<file path="src/rtl/frame_write_ctrl_pkg.sv">
`default_nettype none
// ============================================================================
// Module      : frame_write_ctrl_pkg
// Description : Shared types, default geometry and footer packing for the
//               frame write controller.
// Revision    : 1.0 - initial release
// ============================================================================
package frame_write_ctrl_pkg;

    localparam int c_DEF_BEAT_BYTES   = 4;
    localparam int c_DEF_BLOCK_BYTES  = 64;
    localparam int c_DEF_FOOTER_BYTES = 4;
    localparam int c_DEF_ADDR_W       = 10;
    localparam int c_DEF_LEN_W        = 16;
    localparam int c_FOOTER_LEN_W     = 6;

    typedef enum logic [1:0] {
        ST_IDLE  = 2'd0,
        ST_FILL  = 2'd1,
        ST_ALLOC = 2'd2,
        ST_WRITE = 2'd3
    } wr_state_t;

    // Widest-case footer fields; the index is narrowed when packed.
    typedef struct packed {
        logic [23:0]               next_idx;
        logic                      eop;
        logic [c_FOOTER_LEN_W-1:0] len;
    } footer_t;

    function automatic logic [31:0] pack_footer(input footer_t f, input int addr_w);
        logic [31:0] mask;
        mask = (32'd1 << addr_w) - 32'd1;
        return (32'(f.next_idx) & mask)
             | (32'(f.eop) << addr_w)
             | (32'(f.len) << (addr_w + 1));
    endfunction

endpackage
`default_nettype wire

</file>
<file path="src/rtl/frame_write_ctrl_if.sv">
`default_nettype none
// ============================================================================
// Module      : frame_write_ctrl_if
// Description : Ingress beat, free-list, block-write and frame-report bundle.
// Revision    : 1.0 - initial release
// ============================================================================
interface frame_write_ctrl_if
    import frame_write_ctrl_pkg::*;
#(
    parameter int BEAT_BYTES  = c_DEF_BEAT_BYTES,
    parameter int BLOCK_BYTES = c_DEF_BLOCK_BYTES,
    parameter int ADDR_W      = c_DEF_ADDR_W,
    parameter int LEN_W       = c_DEF_LEN_W
);
    localparam int c_BYTES_W = $clog2(BEAT_BYTES) + 1;

    logic [8*BEAT_BYTES-1:0]  data_i;
    logic                     data_valid_i;
    logic                     data_begin_i;
    logic                     data_end_i;
    logic [c_BYTES_W-1:0]     data_bytes_i;
    logic                     data_ready_o;
    logic                     fl_alloc_req_o;
    logic                     fl_alloc_gnt_i;
    logic [ADDR_W-1:0]        fl_alloc_idx_i;
    logic                     mem_we_o;
    logic                     mem_ready_i;
    logic [ADDR_W-1:0]        mem_addr_o;
    logic [8*BLOCK_BYTES-1:0] mem_wdata_o;
    logic                     frame_valid_o;
    logic [ADDR_W-1:0]        frame_head_o;
    logic [LEN_W-1:0]         frame_len_o;
    logic                     proto_err_o;

    modport master (
        input  data_i, data_valid_i, data_begin_i, data_end_i, data_bytes_i,
        input  fl_alloc_gnt_i, fl_alloc_idx_i, mem_ready_i,
        output data_ready_o, fl_alloc_req_o, mem_we_o, mem_addr_o, mem_wdata_o,
        output frame_valid_o, frame_head_o, frame_len_o, proto_err_o
    );

    modport slave (
        output data_i, data_valid_i, data_begin_i, data_end_i, data_bytes_i,
        output fl_alloc_gnt_i, fl_alloc_idx_i, mem_ready_i,
        input  data_ready_o, fl_alloc_req_o, mem_we_o, mem_addr_o, mem_wdata_o,
        input  frame_valid_o, frame_head_o, frame_len_o, proto_err_o
    );

endinterface
`default_nettype wire

</file>
<file path="src/rtl/frame_write_ctrl_beat_packer.sv">
`default_nettype none
// ============================================================================
// Module      : frame_write_ctrl_beat_packer
// Description : Packs beats into a block payload, first byte at the MSB end.
// Revision    : 1.0 - initial release
// ============================================================================
module frame_write_ctrl_beat_packer #(
    parameter int BEAT_BYTES    = 4,
    parameter int PAYLOAD_BYTES = 60
) (
    input  wire logic                                  clk,
    input  wire logic                                  rst,
    input  wire logic                                  i_start,
    input  wire logic                                  i_load,
    input  wire logic                                  i_clear,
    input  wire logic [8*BEAT_BYTES-1:0]               i_data,
    input  wire logic [$clog2(BEAT_BYTES):0]           i_bytes,
    output logic [8*PAYLOAD_BYTES-1:0]                 o_payload,
    output logic [$clog2(PAYLOAD_BYTES+1)-1:0]         o_byte_cnt,
    output logic                                       o_full
);
    localparam int c_BEAT_BITS    = 8 * BEAT_BYTES;
    localparam int c_PAYLOAD_BITS = 8 * PAYLOAD_BYTES;
    localparam int c_BYTES_W      = $clog2(BEAT_BYTES) + 1;
    localparam int c_CNT_W        = $clog2(PAYLOAD_BYTES + 1);

    logic [c_PAYLOAD_BITS-1:0] r_payload;
    logic [c_CNT_W-1:0]        r_byte_cnt;
    logic [c_BEAT_BITS-1:0]    w_beat_rev;
    logic [c_PAYLOAD_BITS-1:0] w_payload_base;
    logic [c_PAYLOAD_BITS-1:0] w_placed;
    logic [c_CNT_W-1:0]        w_cnt_base;
    logic [c_CNT_W-1:0]        w_cnt_sum;

    // Byte-reverse the beat so its first byte leads; bytes past i_bytes read as zero.
    generate
        for (genvar g = 0; g < BEAT_BYTES; g++) begin : g_beat_byte
            assign w_beat_rev[c_BEAT_BITS-1-8*g -: 8] =
                (c_BYTES_W'(g) < i_bytes) ? i_data[8*g +: 8] : 8'h00;
        end
    endgenerate

    assign w_cnt_base     = i_start ? '0 : r_byte_cnt;
    assign w_cnt_sum      = w_cnt_base + c_CNT_W'(i_bytes);
    assign w_payload_base = i_start ? '0 : r_payload;
    assign w_placed       = {w_beat_rev, {(c_PAYLOAD_BITS-c_BEAT_BITS){1'b0}}} >> {w_cnt_base, 3'b000};

    always_ff @(posedge clk) begin
        if (rst || i_clear) begin
            r_payload  <= '0;
            r_byte_cnt <= '0;
        end else if (i_load) begin
            r_payload  <= w_payload_base | w_placed;
            r_byte_cnt <= w_cnt_sum;
        end
    end

    assign o_payload  = r_payload;
    assign o_byte_cnt = r_byte_cnt;
    assign o_full     = (w_cnt_sum == c_CNT_W'(PAYLOAD_BYTES));

endmodule
`default_nettype wire

</file>
<file path="src/rtl/frame_write_ctrl.sv">
`default_nettype none
// ============================================================================
// Module      : frame_write_ctrl
// Description : Writes ingress frames into linked buffer blocks and reports
//               each completed frame (head index, byte length).
// Revision    : 1.0 - initial release
// ============================================================================
module frame_write_ctrl
    import frame_write_ctrl_pkg::*;
#(
    parameter int BEAT_BYTES   = c_DEF_BEAT_BYTES,
    parameter int BLOCK_BYTES  = c_DEF_BLOCK_BYTES,
    parameter int FOOTER_BYTES = c_DEF_FOOTER_BYTES,
    parameter int ADDR_W       = c_DEF_ADDR_W,
    parameter int LEN_W        = c_DEF_LEN_W
) (
    input  wire logic          clk,
    input  wire logic          rst,
    frame_write_ctrl_if.master bus
);
    localparam int c_PAYLOAD_BYTES = BLOCK_BYTES - FOOTER_BYTES;
    localparam int c_PAYLOAD_BITS  = 8 * c_PAYLOAD_BYTES;
    localparam int c_FOOTER_BITS   = 8 * FOOTER_BYTES;
    localparam int c_BYTES_W       = $clog2(BEAT_BYTES) + 1;
    localparam int c_CNT_W         = $clog2(c_PAYLOAD_BYTES + 1);

    wr_state_t            r_state;
    wr_state_t            w_state_nxt;
    logic [ADDR_W-1:0]    r_spare_idx,   w_spare_idx_nxt;
    logic                 r_spare_valid, w_spare_valid_nxt;
    logic [ADDR_W-1:0]    r_curr_idx,    w_curr_idx_nxt;
    logic [ADDR_W-1:0]    r_head_idx,    w_head_idx_nxt;
    logic [ADDR_W-1:0]    r_next_idx,    w_next_idx_nxt;
    logic                 r_eop,         w_eop_nxt;
    logic [LEN_W-1:0]     r_frame_len,   w_frame_len_nxt;
    logic                 r_data_ready,  w_data_ready_nxt;
    logic                 r_fl_req,      w_fl_req_nxt;
    logic                 r_frame_valid, w_frame_valid_nxt;
    logic                 r_proto_err,   w_proto_err_nxt;
    logic [ADDR_W-1:0]    r_frame_head;
    logic [LEN_W-1:0]     r_frame_len_rpt;

    logic                      w_beat_fire;
    logic                      w_gnt_fire;
    logic [c_BYTES_W-1:0]      w_beat_bytes;
    logic                      w_pack_start;
    logic                      w_pack_load;
    logic                      w_pack_clear;
    logic                      w_pack_full;
    logic [c_PAYLOAD_BITS-1:0] w_payload;
    logic [c_CNT_W-1:0]        w_byte_cnt;
    logic [31:0]               w_footer_word;
    logic [c_FOOTER_BITS-1:0]  w_footer;

    assign w_beat_fire  = bus.data_valid_i && r_data_ready;
    assign w_gnt_fire   = r_fl_req && bus.fl_alloc_gnt_i;
    assign w_beat_bytes = bus.data_end_i ? bus.data_bytes_i : c_BYTES_W'(BEAT_BYTES);

    frame_write_ctrl_beat_packer #(
        .BEAT_BYTES    (BEAT_BYTES),
        .PAYLOAD_BYTES (c_PAYLOAD_BYTES)
    ) u_packer (
        .clk        (clk),
        .rst        (rst),
        .i_start    (w_pack_start),
        .i_load     (w_pack_load),
        .i_clear    (w_pack_clear),
        .i_data     (bus.data_i),
        .i_bytes    (w_beat_bytes),
        .o_payload  (w_payload),
        .o_byte_cnt (w_byte_cnt),
        .o_full     (w_pack_full)
    );

    always_ff @(posedge clk) begin
        if (rst) begin
            r_state <= ST_IDLE;
        end else begin
            r_state <= w_state_nxt;
        end
    end

    always_comb begin
        w_state_nxt       = r_state;
        w_spare_idx_nxt   = r_spare_idx;
        w_spare_valid_nxt = r_spare_valid;
        w_curr_idx_nxt    = r_curr_idx;
        w_head_idx_nxt    = r_head_idx;
        w_next_idx_nxt    = r_next_idx;
        w_eop_nxt         = r_eop;
        w_frame_len_nxt   = r_frame_len;
        w_frame_valid_nxt = 1'b0;
        w_proto_err_nxt   = 1'b0;
        w_pack_start      = 1'b0;
        w_pack_load       = 1'b0;
        w_pack_clear      = 1'b0;

        case (r_state)
            ST_IDLE: begin
                // Grant and beat cannot coincide: req needs !spare, ready needs spare.
                if (w_gnt_fire) begin
                    w_spare_idx_nxt   = bus.fl_alloc_idx_i;
                    w_spare_valid_nxt = 1'b1;
                end
                if (w_beat_fire) begin
                    if (bus.data_begin_i) begin
                        w_curr_idx_nxt    = r_spare_idx;
                        w_head_idx_nxt    = r_spare_idx;
                        w_spare_valid_nxt = 1'b0;
                        w_pack_start      = 1'b1;
                        w_pack_load       = 1'b1;
                        w_frame_len_nxt   = LEN_W'(w_beat_bytes);
                        w_next_idx_nxt    = '0;
                        w_eop_nxt         = bus.data_end_i;
                        if (bus.data_end_i) begin
                            w_state_nxt = ST_WRITE;
                        end else if (w_pack_full) begin
                            w_state_nxt = ST_ALLOC;
                        end else begin
                            w_state_nxt = ST_FILL;
                        end
                    end else begin
                        w_proto_err_nxt = 1'b1;
                    end
                end
            end

            ST_FILL: begin
                if (w_beat_fire) begin
                    w_pack_load     = 1'b1;
                    w_frame_len_nxt = r_frame_len + LEN_W'(w_beat_bytes);
                    if (bus.data_end_i) begin
                        w_eop_nxt      = 1'b1;
                        w_next_idx_nxt = '0;
                        w_state_nxt    = ST_WRITE;
                    end else if (w_pack_full) begin
                        w_state_nxt = ST_ALLOC;
                    end
                end
            end

            ST_ALLOC: begin
                if (w_gnt_fire) begin
                    w_next_idx_nxt = bus.fl_alloc_idx_i;
                    w_eop_nxt      = 1'b0;
                    w_state_nxt    = ST_WRITE;
                end
            end

            ST_WRITE: begin
                if (bus.mem_ready_i) begin
                    if (r_eop) begin
                        w_frame_valid_nxt = 1'b1;
                        w_state_nxt       = ST_IDLE;
                    end else begin
                        w_curr_idx_nxt = r_next_idx;
                        w_pack_clear   = 1'b1;
                        w_state_nxt    = ST_FILL;
                    end
                end
            end

            default: w_state_nxt = ST_IDLE;
        endcase

        // Handshake outputs are registered from the upcoming state.
        w_data_ready_nxt = ((w_state_nxt == ST_IDLE) && w_spare_valid_nxt) || (w_state_nxt == ST_FILL);
        w_fl_req_nxt     = ((w_state_nxt == ST_IDLE) && !w_spare_valid_nxt) || (w_state_nxt == ST_ALLOC);
    end

    always_ff @(posedge clk) begin
        if (rst) begin
            r_spare_idx     <= '0;
            r_spare_valid   <= 1'b0;
            r_curr_idx      <= '0;
            r_head_idx      <= '0;
            r_next_idx      <= '0;
            r_eop           <= 1'b0;
            r_frame_len     <= '0;
            r_data_ready    <= 1'b0;
            r_fl_req        <= 1'b0;
            r_frame_valid   <= 1'b0;
            r_proto_err     <= 1'b0;
            r_frame_head    <= '0;
            r_frame_len_rpt <= '0;
        end else begin
            r_spare_idx   <= w_spare_idx_nxt;
            r_spare_valid <= w_spare_valid_nxt;
            r_curr_idx    <= w_curr_idx_nxt;
            r_head_idx    <= w_head_idx_nxt;
            r_next_idx    <= w_next_idx_nxt;
            r_eop         <= w_eop_nxt;
            r_frame_len   <= w_frame_len_nxt;
            r_data_ready  <= w_data_ready_nxt;
            r_fl_req      <= w_fl_req_nxt;
            r_frame_valid <= w_frame_valid_nxt;
            r_proto_err   <= w_proto_err_nxt;
            if (w_frame_valid_nxt) begin
                r_frame_head    <= r_head_idx;
                r_frame_len_rpt <= r_frame_len;
            end
        end
    end

    assign w_footer_word = pack_footer('{next_idx: 24'(r_next_idx),
                                         eop:      r_eop,
                                         len:      c_FOOTER_LEN_W'(w_byte_cnt)}, ADDR_W);
    assign w_footer      = c_FOOTER_BITS'(w_footer_word);

    assign bus.data_ready_o   = r_data_ready;
    assign bus.fl_alloc_req_o = r_fl_req;
    assign bus.mem_we_o       = (r_state == ST_WRITE);
    assign bus.mem_addr_o     = r_curr_idx;
    assign bus.mem_wdata_o    = {w_payload, w_footer};
    assign bus.frame_valid_o  = r_frame_valid;
    assign bus.frame_head_o   = r_frame_head;
    assign bus.frame_len_o    = r_frame_len_rpt;
    assign bus.proto_err_o    = r_proto_err;

endmodule
`default_nettype wire
</file>
<file path="src/flat_wrapper.sv">
// flat-port wrapper written by rule: the top's interface ports become plain ports
module frame_write_ctrl_flat import frame_write_ctrl_pkg::*;
#(
    parameter int BEAT_BYTES   = c_DEF_BEAT_BYTES,
    parameter int BLOCK_BYTES  = c_DEF_BLOCK_BYTES,
    parameter int FOOTER_BYTES = c_DEF_FOOTER_BYTES,
    parameter int ADDR_W       = c_DEF_ADDR_W,
    parameter int LEN_W        = c_DEF_LEN_W
)
  (clk, rst, bus_data_i, bus_data_valid_i, bus_data_begin_i, bus_data_end_i, bus_data_bytes_i, bus_fl_alloc_gnt_i, bus_fl_alloc_idx_i, bus_mem_ready_i, bus_data_ready_o, bus_fl_alloc_req_o, bus_mem_we_o, bus_mem_addr_o, bus_mem_wdata_o, bus_frame_valid_o, bus_frame_head_o, bus_frame_len_o, bus_proto_err_o);
  frame_write_ctrl_if #(.BEAT_BYTES(BEAT_BYTES), .BLOCK_BYTES(BLOCK_BYTES), .ADDR_W(ADDR_W), .LEN_W(LEN_W)) bus_i ();
  input  wire logic clk;
  input  wire logic rst;
  input wire logic [$bits(bus_i.data_i)-1:0] bus_data_i;
  input wire logic [$bits(bus_i.data_valid_i)-1:0] bus_data_valid_i;
  input wire logic [$bits(bus_i.data_begin_i)-1:0] bus_data_begin_i;
  input wire logic [$bits(bus_i.data_end_i)-1:0] bus_data_end_i;
  input wire logic [$bits(bus_i.data_bytes_i)-1:0] bus_data_bytes_i;
  input wire logic [$bits(bus_i.fl_alloc_gnt_i)-1:0] bus_fl_alloc_gnt_i;
  input wire logic [$bits(bus_i.fl_alloc_idx_i)-1:0] bus_fl_alloc_idx_i;
  input wire logic [$bits(bus_i.mem_ready_i)-1:0] bus_mem_ready_i;
  output wire logic [$bits(bus_i.data_ready_o)-1:0] bus_data_ready_o;
  output wire logic [$bits(bus_i.fl_alloc_req_o)-1:0] bus_fl_alloc_req_o;
  output wire logic [$bits(bus_i.mem_we_o)-1:0] bus_mem_we_o;
  output wire logic [$bits(bus_i.mem_addr_o)-1:0] bus_mem_addr_o;
  output wire logic [$bits(bus_i.mem_wdata_o)-1:0] bus_mem_wdata_o;
  output wire logic [$bits(bus_i.frame_valid_o)-1:0] bus_frame_valid_o;
  output wire logic [$bits(bus_i.frame_head_o)-1:0] bus_frame_head_o;
  output wire logic [$bits(bus_i.frame_len_o)-1:0] bus_frame_len_o;
  output wire logic [$bits(bus_i.proto_err_o)-1:0] bus_proto_err_o;
  assign bus_i.data_i = bus_data_i;
  assign bus_i.data_valid_i = bus_data_valid_i;
  assign bus_i.data_begin_i = bus_data_begin_i;
  assign bus_i.data_end_i = bus_data_end_i;
  assign bus_i.data_bytes_i = bus_data_bytes_i;
  assign bus_i.fl_alloc_gnt_i = bus_fl_alloc_gnt_i;
  assign bus_i.fl_alloc_idx_i = bus_fl_alloc_idx_i;
  assign bus_i.mem_ready_i = bus_mem_ready_i;
  assign bus_data_ready_o = bus_i.data_ready_o;
  assign bus_fl_alloc_req_o = bus_i.fl_alloc_req_o;
  assign bus_mem_we_o = bus_i.mem_we_o;
  assign bus_mem_addr_o = bus_i.mem_addr_o;
  assign bus_mem_wdata_o = bus_i.mem_wdata_o;
  assign bus_frame_valid_o = bus_i.frame_valid_o;
  assign bus_frame_head_o = bus_i.frame_head_o;
  assign bus_frame_len_o = bus_i.frame_len_o;
  assign bus_proto_err_o = bus_i.proto_err_o;
  frame_write_ctrl #(.BEAT_BYTES(BEAT_BYTES), .BLOCK_BYTES(BLOCK_BYTES), .FOOTER_BYTES(FOOTER_BYTES), .ADDR_W(ADDR_W), .LEN_W(LEN_W)) u_core (.clk(clk), .rst(rst), .bus(bus_i));
endmodule
</file>
<file path="config.mk">
export PLATFORM = sky130hd
export DESIGN_NAME = frame_write_ctrl_flat
export DESIGN_NICKNAME = d
export VERILOG_FILES = /design/src/rtl/frame_write_ctrl_pkg.sv /design/src/rtl/frame_write_ctrl_if.sv /design/src/rtl/frame_write_ctrl_beat_packer.sv /design/src/rtl/frame_write_ctrl.sv /design/src/flat_wrapper.sv
export SDC_FILE = /design/constraint.sdc
export NUM_CORES = 1
export LEC_CHECK = 0
export ABC_AREA = 1
export ABC_CLOCK_PERIOD_IN_PS = 7100
export CORE_AREA = 8 8 229 231
export CTS_CLUSTER_SIZE = 30
export DETAILED_ROUTE_END_ITERATION = 6
export DIE_AREA = 0 0 237 239
export HOLD_SLACK_MARGIN = 0.02
export PLACE_DENSITY = 0.82
export SLEW_MARGIN = 20
export SYNTH_ARGS = -nofsm -noshare
export SYNTH_HDL_FRONTEND = slang
export SYNTH_SLANG_ARGS = --single-unit
</file>
<file path="constraint.sdc">
create_clock -name clk -period 7.1 [get_ports clk]
set_input_delay 1.42 -clock clk [delete_from_list [all_inputs] [get_ports clk]]
set_output_delay 1.42 -clock clk [all_outputs]
set_load 0.01 [all_outputs]
</file>
==> impl_metrics.ini <==
; generated from flow reports
[cells_and_area]
combGateArea_mm2 = 0.0114
final_area_mm2 = 0.0324
drive_above_1_share_pct = 6.74
final_cell_mix = nand2_1, clkdlybuf4s50_1, dfxtp_1
fillers = 4231

[synth]
yosys.stat.seqShare_pct = 46.9
syn_area_mm2 = 0.0246
syn_avg_cell_area_um2 = 7.07
numSynthFlops = 576
flop_cell = dfxtp_1
ys_area_mm2 = 0.0246
synth.distinct_cells = 44
ys_async_sr_fraction_pct = 0
synthCells = 3477
synth-warning-count = 0

[floorplan]
io_pins = 605
chipArea_mm2 = 0.0566
coreArea_mm2 = 0.0485
die_x_um = 237
rows = 81
fp_util_pct = 50.6

[sta]
finalCritPeriodShare_pct = 70.4
grt_setup_unrepaired = no
hold_viol = 0
max_freq_mhz = 200
setup_viol = 0
clock-skew-final_ps = 22.3
finalCriticalPeriod_ps = 5000
drv_slew = 0
worst_pin_slew_ps = 1160

[outcome]
outcome = finished, final reports clean

[run]
log.warning_count = 48
drv_cap = 0

[cts]
cts_tree = built
cts_setup_buffers = 0
numCtsBuffers = 58
htree_levels = 2
clkSinkCount = 576
cts.reportedPaths.clkPinSlew_ps = 60

[power]
ir_worst_vdd_v = 0.000193
power_mw = 7.25
seqPwrFrac_pct = 45.2
clockPowerShare_pct = 45.7
leakagePower_nw = 11.1
intPower_mw = 5.41

[routing]
wl_per_cell_um = 22.1
antenna_left = 0

[worst_setup_path]
end_kind = register
critPathArrivalTime_ps = 5540
crit_buf_inv = 5
critPathMostFrequentCell = inv_2
cp.required_ps = 7650
worst-path-max-fanout = 122
cp_top_family = simple AND/OR/NAND/NOR gates
crit_chain = clkdlybuf4s50_1 -> nand2_2 -> inv_2 -> nand2_8 -> nand2_2 -> inv_2 -> nand2_1 -> o21ai_1 -> inv_1 -> nor2_1 -> inv_2 -> nor3_2 -> nand2_1 -> a21oi_1
startpoint_type = primary input

[global_route]
first_global_vias = 23400
antenna_found_initial = 4
grt_max_degree = 148
grt_use_total_pct = 33.4
gr-total-overflow = 0

[worst_hold_path]
min_path_type = register to register

[placed_design]
gp_congestion = 1.04
## power by group through the flow
stage	combinational (mW)	sequential (mW)	clock [mW]
after floorplan	0.406	3.36	0
after global routing	0.696	3.28	3.47
after detailed placement	0.634	3.35	0
after CTS	0.637	3.28	3.34
final	0.655	3.28	3.32
after global placement	0.635	3.35	0
## metal layers
layer  wire length (µm)  track usage [%]
met1              39100             42.4
met4               5090             15.5
met2              45300             52.4
met3              11300             9.51
met5                 27                0
## area by class of cell
type | count | area share [%]
Tap cell | 622 | 2.40
Multi-Input combinational cell | 2494 | 35.0
Inverter | 137 | 1.65
Timing Repair Buffer | 618 | 19.0
Antenna cell | 2 | 0.0154
Clock buffer | 78 | 5.08
Clock inverter | 26 | 1.24
Sequential cell | 576 | 35.6
## worst register-to-register path, stage by stage, from the launching register on
cell and delay (ps):
dfxtp_1 420, inv_1 150, ha_1 270, nand2_2 150, inv_2 80, nand2_8 570
nand2_2 720, inv_2 750, nand2_1 110, o21ai_1 90, inv_1 70, nor2_1 400
inv_2 230, nor3_2 270, nand2_1 90, a21oi_1 130
## sequential cells by signal, indices dropped and copies added (netlist names)
register and count:
u_core.r_eop 1, u_core.bus.fl_alloc_req_o 1, u_core.r_state 2, u_core.r_next_idx 10, u_core.r_frame_len 16, u_core.bus.data_ready_o 1
u_core.bus.mem_addr_o 10, u_core.bus.frame_valid_o 1, u_core.r_head_idx 10, u_core.bus.proto_err_o 1, u_core.u_packer.o_payload 480, u_core.r_spare_idx 10
u_core.r_spare_valid 1, u_core.u_packer.o_byte_cnt 6, u_core.bus.frame_len_o 16, u_core.bus.frame_head_o 10
## worst paths after layout
path / startpoint / endpoint / cells after the start / slack [ps]
setup / recovery: bus_data_begin_i / u_core.u_packer.o_payload[356]$_SDFFE_PP0P_ / 14 / 2100
hold / removal: u_core.bus.frame_head_o[6]$_SDFFE_PP0P_ / u_core.bus.frame_head_o[6]$_SDFFE_PP0P_ / 2 / 450
setup reg to reg: u_core.r_state[0]$_SDFF_PP0_ / u_core.u_packer.o_payload[356]$_SDFFE_PP0P_ / 15 / 2520
hold reg to reg: u_core.bus.frame_head_o[6]$_SDFFE_PP0P_ / u_core.bus.frame_head_o[6]$_SDFFE_PP0P_ / 2 / 450
## logic make-up after synthesis
| logic type | share of synthesized area, % |
|---|---|
| compound gates | 16.6 |
| xor+xnor | 0.0356 |
| fa+ha+maj | 0.590 |
| buf+inv | 7.22 |
| flops | 46.9 |
| mux | 0.285 |
| other cells | 0.0153 |
| simple gates | 28.4 |
## synthesized netlist by cell type, types with 22 or more instances
master	count	area (µm²)
nor2_1	240	901
clkbuf_1	172	646
nand2_1	1194	4480
buf_4	22	165
o21ai_1	52	260
a21oi_1	558	2790
inv_2	37	139
o21ai_0	104	521
dfxtp_1	576	11500
nand3_1	117	586
inv_1	97	364
buf_2	41	205
buf_1	42	158
nor3_2	42	420
a31oi_1	37	231
## stage by stage
stage          setup slack (ps)  cells  utilization [%]  hold slack, ps
2_1_floorplan              3630   3491                -             417
3_3_place_gp               1540   4447             62.6             432
3_5_place_dp               1560   4447             62.6             434
4_1_cts                    2200   4551             66.8             447
5_1_grt                    1740   4551             66.8             461
6_report                   2100   4553             66.8             446
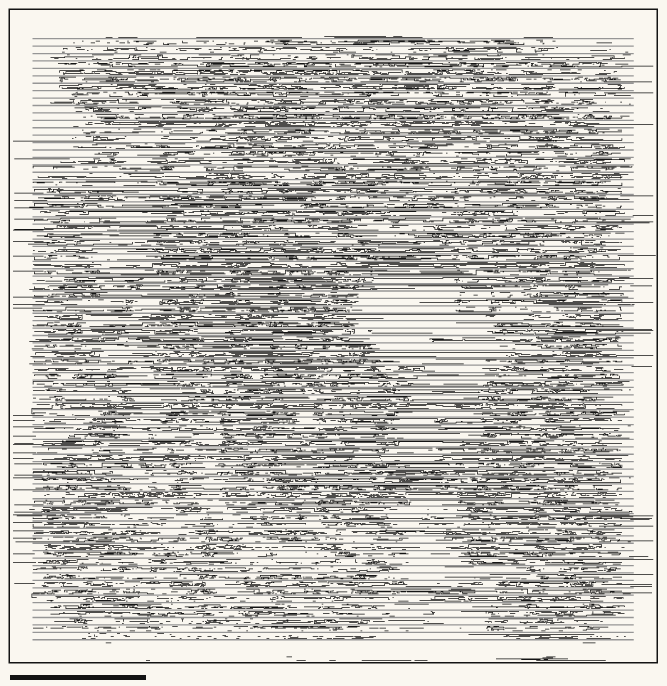
(signal wires on met1)
Bar = 50 µm. Supply wires on this layer in gray.
longest straight run: 76.4 µm
nets with wire on the layer: 3653
wire length on this layer: 39.1 mm
main direction: horizontal
share of all routed wire: 39%

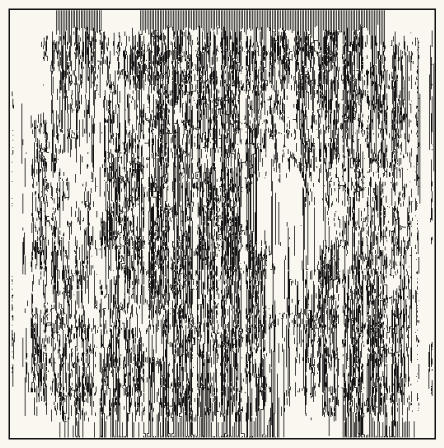
(metal 2)
wire length on this layer: 45.3 mm
longest straight run: 112 µm
final WL: 101000 µm
vias post-DR: 25.7k
met2 usage: 52.4%

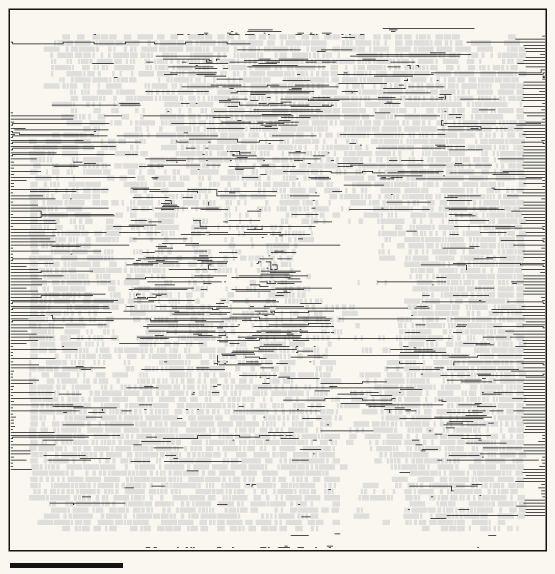
(metal 3)
Bar = 50 µm. Cells faint in the background.
longest straight run: 84.9 µm
share of all routed wire: 11%

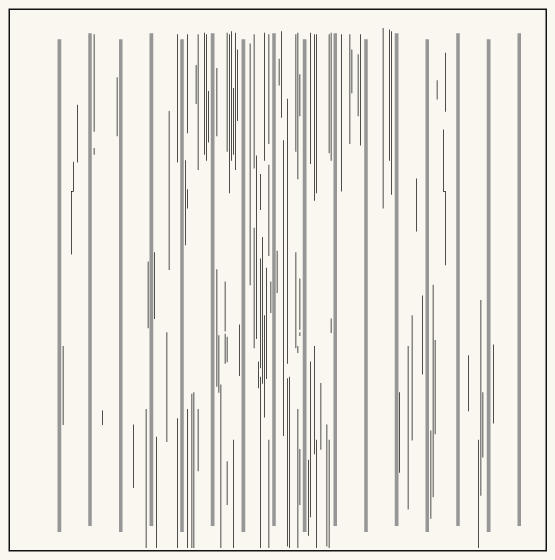
(metal 4)
Supply wires on this layer in gray.
nets with wire on the layer: 97
share of all routed wire: 5.1%
wire length on this layer: 5090 µm
longest straight run: 131 µm
main direction: vertical

Power figures rest on the tool's default switching activity, not on a simulated workload.
